layer_met1.png
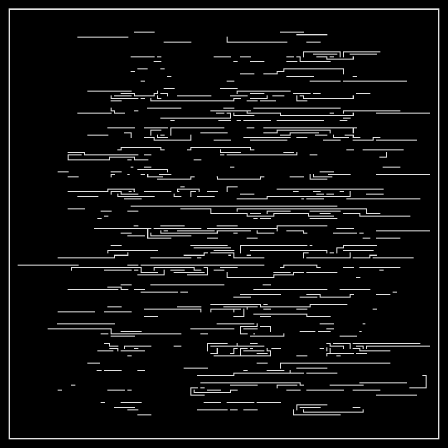
layer_met3.png
Bar = 20 µm.
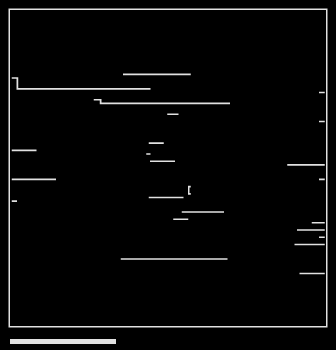
layer_met2.png
Bar = 20 µm. Cells faint in the background.
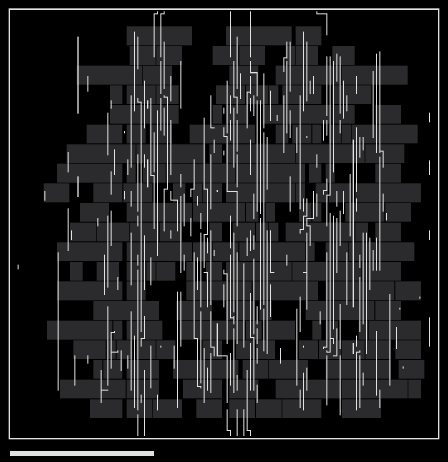
detail.png
Bar = 5 µm. Window x 5 to 25, y 35 to 55 µm. Cells in gray, sequential cells in the stronger gray; small squares are vias.
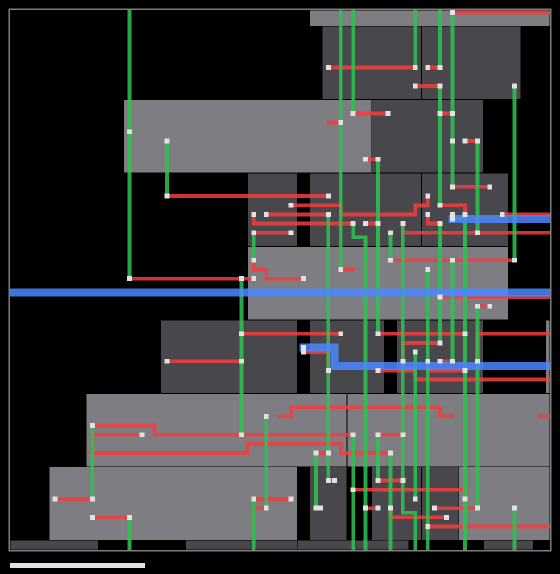
$ cat src/rtl/serializador_tx_pkg.sv
// Shared definitions for the serializer transmit slice.
package serializador_tx_pkg;

  localparam int         BITS_DEF       = 8;
  localparam logic [7:0] IDLE_WORD_DEF  = 8'hBC;
  localparam int         SYNC_WORDS_DEF = 4;

  typedef enum logic {
    SYNC   = 1'b0,
    ACTIVE = 1'b1
  } state_e;

  // Width of a counter that must hold values 0..n-1 (at least one bit).
  function automatic int cnt_width(input int n);
    return (n <= 2) ? 1 : $clog2(n);
  endfunction

endpackage

$ cat src/rtl/serializador_shift.sv
// Data and DK shift registers plus the bit-position counter.
// Every word boundary reloads both shifters from load_data/load_dk;
// every other edge shifts them left by one, MSB first on the line.
module serializador_shift
  import serializador_tx_pkg::*;
#(
  parameter int             BITS      = BITS_DEF,
  parameter logic [BITS-1:0] IDLE_WORD = BITS'(IDLE_WORD_DEF)
) (
  input  logic            clk,
  input  logic            reset_L,
  input  logic [BITS-1:0] load_data,
  input  logic [BITS-1:0] load_dk,
  output logic            boundary,
  output logic            frame_start,
  output logic            data_out,
  output logic            dk_out
);

  localparam int              CW       = cnt_width(BITS);
  localparam logic [CW-1:0]   CNT_LAST = CW'(BITS - 1);

  logic [CW-1:0]   cnt_q, cnt_d;
  logic [BITS-1:0] data_sh_q, data_sh_d;
  logic [BITS-1:0] dk_sh_q, dk_sh_d;

  assign boundary    = (cnt_q == CNT_LAST);
  assign frame_start = (cnt_q == '0);
  assign data_out    = data_sh_q[BITS-1];
  assign dk_out      = dk_sh_q[BITS-1];

  // Next counter and shifter contents: reload at the boundary, shift otherwise.
  always_comb begin
    cnt_d     = boundary ? '0 : cnt_q + CW'(1);
    data_sh_d = {data_sh_q[BITS-2:0], 1'b0};
    dk_sh_d   = {dk_sh_q[BITS-2:0], 1'b0};
    if (boundary) begin
      data_sh_d = load_data;
      dk_sh_d   = load_dk;
    end
  end

  // Register the counter and shifters; reset parks an idle word on the line.
  always_ff @(posedge clk or negedge reset_L) begin
    if (!reset_L) begin
      cnt_q     <= '0;
      data_sh_q <= IDLE_WORD;
      dk_sh_q   <= '1;
    end else begin
      cnt_q     <= cnt_d;
      data_sh_q <= data_sh_d;
      dk_sh_q   <= dk_sh_d;
    end
  end

endmodule

$ cat src/rtl/serializador_tx.sv
// Transmit serializer: sync preamble FSM, one-word hold register and
// valid/ready intake feeding the shift stage.
//
// state  | meaning
// SYNC   | sending the idle preamble, intake closed
// ACTIVE | normal streaming, idle words fill gaps
module serializador_tx
  import serializador_tx_pkg::*;
#(
  parameter int              BITS       = BITS_DEF,
  parameter logic [BITS-1:0] IDLE_WORD  = BITS'(IDLE_WORD_DEF),
  parameter int              SYNC_WORDS = SYNC_WORDS_DEF
) (
  input  logic            clk,
  input  logic            reset_L,
  input  logic [BITS-1:0] in_data,
  input  logic [BITS-1:0] in_DK,
  input  logic            in_valid,
  output logic            in_ready,
  output logic            data_out,
  output logic            DK_out,
  output logic            frame_start,
  output logic            sync_done
);

  localparam int            SW        = cnt_width(SYNC_WORDS);
  localparam logic [SW-1:0] SYNC_LAST = SW'(SYNC_WORDS - 1);

  state_e          state_q, state_d;
  logic [SW-1:0]   sync_cnt_q, sync_cnt_d;
  logic [BITS-1:0] hold_data_q, hold_data_d;
  logic [BITS-1:0] hold_dk_q, hold_dk_d;
  logic            hold_valid_q, hold_valid_d;
  logic [BITS-1:0] load_data, load_dk;
  logic            boundary;
  logic            accept;

  // Ready depends only on registered state so it never loops through in_valid.
  assign in_ready  = (state_q == ACTIVE) && (!hold_valid_q || boundary);
  assign accept    = in_valid && in_ready;
  assign sync_done = (state_q == ACTIVE);

  // Boundary reload priority (hold, bypass, idle), hold refill and preamble count.
  always_comb begin
    state_d      = state_q;
    sync_cnt_d   = sync_cnt_q;
    hold_data_d  = hold_data_q;
    hold_dk_d    = hold_dk_q;
    hold_valid_d = hold_valid_q;
    load_data    = IDLE_WORD;
    load_dk      = '1;
    if (boundary) begin
      if (hold_valid_q) begin
        load_data    = hold_data_q;
        load_dk      = hold_dk_q;
        hold_valid_d = accept;
        if (accept) begin
          hold_data_d = in_data;
          hold_dk_d   = in_DK;
        end
      end else if (accept) begin
        load_data = in_data;
        load_dk   = in_DK;
      end
      if (state_q == SYNC) begin
        if (sync_cnt_q == SYNC_LAST) state_d = ACTIVE;
        else                         sync_cnt_d = sync_cnt_q + SW'(1);
      end
    end else if (accept) begin
      hold_data_d  = in_data;
      hold_dk_d    = in_DK;
      hold_valid_d = 1'b1;
    end
  end

  // State, preamble counter and hold register.
  always_ff @(posedge clk or negedge reset_L) begin
    if (!reset_L) begin
      state_q      <= SYNC;
      sync_cnt_q   <= '0;
      hold_data_q  <= '0;
      hold_dk_q    <= '0;
      hold_valid_q <= 1'b0;
    end else begin
      state_q      <= state_d;
      sync_cnt_q   <= sync_cnt_d;
      hold_data_q  <= hold_data_d;
      hold_dk_q    <= hold_dk_d;
      hold_valid_q <= hold_valid_d;
    end
  end

  serializador_shift #(
    .BITS      (BITS),
    .IDLE_WORD (IDLE_WORD)
  ) u_shift (
    .clk         (clk),
    .reset_L     (reset_L),
    .load_data   (load_data),
    .load_dk     (load_dk),
    .boundary    (boundary),
    .frame_start (frame_start),
    .data_out    (data_out),
    .dk_out      (DK_out)
  );

endmodule
$ cat config.mk
export PLATFORM = sky130hd
export DESIGN_NAME = serializador_tx
export DESIGN_NICKNAME = d
export VERILOG_FILES = /design/src/rtl/serializador_tx_pkg.sv /design/src/rtl/serializador_shift.sv /design/src/rtl/serializador_tx.sv
export SDC_FILE = /design/constraint.sdc
export NUM_CORES = 1
export LEC_CHECK = 0
export CAP_MARGIN = 10
export CORE_MARGIN = 1.5
export CORE_UTILIZATION = 53
export CTS_CLUSTER_DIAMETER = 80
export CTS_CLUSTER_SIZE = 40
export DETAILED_ROUTE_END_ITERATION = 12
export GPL_TIMING_DRIVEN = 0
export HOLD_SLACK_MARGIN = 0.12
export PLACE_DENSITY = 0.84
export SETUP_SLACK_MARGIN = 0.3
export SLEW_MARGIN = 25
export SYNTH_ARGS = -nofsm -noshare
export SYNTH_HDL_FRONTEND = slang
export SYNTH_SLANG_ARGS = --single-unit
$ cat constraint.sdc
create_clock -name clk -period 2.68 [get_ports clk]
set_input_delay 0.536 -clock clk [delete_from_list [all_inputs] [get_ports clk]]
set_output_delay 0.536 -clock clk [all_outputs]
set_load 0.02 [all_outputs]
==> impl_metrics.py <==
# Auto-generated metrics
metrics = {
    "critical_path": {
        "critical_path_peak_fanout": 10,
        "cp.required_ns": 2.14,
        "rr_worst_depth": 8,
        "cp_num_buf_inv": 3,
        "max_stage_delay_ns": 0.40,
        "cp-end-kind": "output pin",
        "path_depth": 6,
        "worst-setup-path-type": "flip-flop to output pin",
        "slowest_stage": "dfrtp_1",
    },
    "yosys": {
        "fp_nets": 150,
        "synth_cells": 127,
        "adder_share_pct": 2.97,
        "synthXorXnorAreaFrac_pct": 1.04,
        "mux_share_pct": 13.4,
        "syn-cell-area_um2": 1680,
        "ys_sh_simple_pct": 3.27,
        "top_cell": "dfrtp_1",
        "top_area_cell": "dfrtp_1",
        "ys_async_sr_fraction_pct": 100,
        "synth_warnings": 0,
        "synth-main-ff-cell": "dfrtp_1",
        "yosys-top-cells-count": "dfrtp_1 (26), inv_1 (15), dfstp_2 (13)",
        "yosysTopAreaCellShare_pct": 38.7,
        "yosys_cells": 127,
        "syn_avg_cell_area_um2": 13.3,
        "edf_count": 0,
        "aoi_share_pct": 13.8,
        "yosys_area_um2": 1680,
    },
    "cts": {
        "numCtsBuffers": 5,
        "cts.htree.levels": 2,
        "root_buffer": "clkbuf_4",
        "insertion_delay_ns": 0.35,
        "cts_tree": "done",
    },
    "grt": {
        "grt_pass1_wl_um": 5170,
        "gr-usage-all-layers_pct": 20.3,
        "grt_max_degree": 33,
    },
    "timing": {
        "setup_viol": 0,
        "fin_skew_ns": 0.00835,
        "fin_ws_ns": 0.372,
        "finalSetupTns_ns": 0,
        "finalCriticalPeriod_ns": 2.31,
        "relSlewSlack_pct": 67.3,
        "finalHoldViolCount": 0,
        "tightest_slew_ns": 0.490,
        "rsz0062_at_grt": "false",
    },
    "power_and_ir_drop": {
        "seqPwrFrac_pct": 57.2,
        "p_leak_nw": 0.918,
        "p_sw_share_pct": 25.0,
        "power_frac_comb_pct": 18.3,
        "p_int_mw": 1.03,
        "clkPwrFrac_pct": 24.5,
    },
    "detailed_routing": {
        "route.detailed.drc": 0,
        "wl_per_cell_um": 15.3,
        "via_per_inst": 5.33,
    },
    "die": {
        "fp_util_pct": 55.6,
        "die_w_um": 59.4,
        "die_area_um2": 3520,
        "io_pins": 24,
    },
    "outcome": {
        "status": "finished, final reports clean",
    },
    "cells_and_area": {
        "syn_to_final_growth_pct": 24.3,
        "postLayoutCoreUtil_pct": 69.1,
        "fin_nets": 184,
        "final_cell_mix": "dfrtp_1 (26), clkdlybuf4s50_1 (20), inv_1 (15), dfstp_2 (13)",
        "final_common_cell": "dfrtp_1",
        "drive_gt1_share_pct": 30.2,
    },
    "place": {
        "portBuffers": 23,
        "place_hpwl_um": 2110,
        "dpl_cell_area_um2": 1980,
        "gp_congestion": 0.776,
    },
    "job": {
        "warnings": 27,
        "drv_cap": 0,
    },
    "worst_hold_path": {
        "hold_path_class": "flip-flop to flip-flop",
    },
}
Back to the opening pictures, layer_met1.png:
nets with wire on the layer = 171
longest straight run = 28.5 µm
share of all routed wire = 46%

Back to the opening pictures, layer_met3.png:
wire length on this layer = 153 µm
nets with wire on the layer = 18
longest straight run = 24.8 µm
main direction = horizontal
drt total wl: 3160 µm
GR Util met3: 6.99%

Back to the opening pictures, layer_met2.png:
nets with wire on the layer = 158
wire length on this layer = 1500 µm
longest straight run = 31.8 µm
main direction = vertical
share of all routed wire = 48%
met2 GRT Util: 32.3%
Vias: 1097

Back to the opening pictures, detail.png:
green -> metal 2
blue -> metal 3
red -> metal 1
most frequent = dfstp_2 (3)
netlist names of flops here include = u_shift.dk_sh_q (3), hold_dk_q (2)
cells with their middle in the window = 17
sequential cells in the window = 5

cell type report:
class                      count  area [µm²]  area share (%)
buffer                         8        72.6            3.47
clock buffer                   8        68.8            3.29
inverter                      15        56.3            2.69
multi-input combinational     65         579            27.7
sequential                    39         992            47.4
tap                           44        55.1            2.63
timing repair buffer          27         268            12.8
registers in the layout, indices dropped and copies added, names as in the netlist:
signal and cells:
u_shift.data_sh_q 8, sync_cnt_q 2, u_shift.cnt_q 3, sync_done 1
hold_dk_q 8, hold_valid_q 1, hold_data_q 8, u_shift.dk_sh_q 8
power by group through the flow:
stage	combinational [mW]	sequential [mW]	clock, mW
after global routing	0.277	0.800	0.375
after CTS	0.252	0.787	0.341
after detailed placement	0.251	0.798	0
after floorplan	0.148	0.796	0
after global placement	0.239	0.793	0
final	0.252	0.788	0.338
metal layers:
metal / wire (µm) / GRT usage, % / vias to the layer above
li1: - / - / 517
met1: 1450 / 25.5 / 543
met2: 1500 / 32.3 / 29
met3: 152 / 6.99 / 8
met4: 49 / 7.47 / 0
met5: 0 / 0 / -
path summary, 6_finish.rpt:
kind                               startpoint                 end  slack, ns
setup / recovery             u_shift.cnt_q[0]            in_ready       0.37
hold / removal             u_shift.dk_sh_q[2]  u_shift.dk_sh_q[3]       0.47
setup reg to reg             u_shift.cnt_q[0]      hold_data_q[0]       0.68
hold reg to reg            u_shift.dk_sh_q[2]  u_shift.dk_sh_q[3]       0.47
max in group asynchronous             reset_L  u_shift.dk_sh_q[1]       1.63
min in group asynchronous             reset_L      hold_data_q[1]       0.55
repair_timing:
item | in CTS | in global routing
hold buffers | 1 | 0
resized | 8 | 4
hold endpoints to repair | 7 | 0
buffers inserted | 1 | 1
setup endpoints to repair | 1 | 2
Power figures rest on the tool's default switching activity, not on a simulated workload.
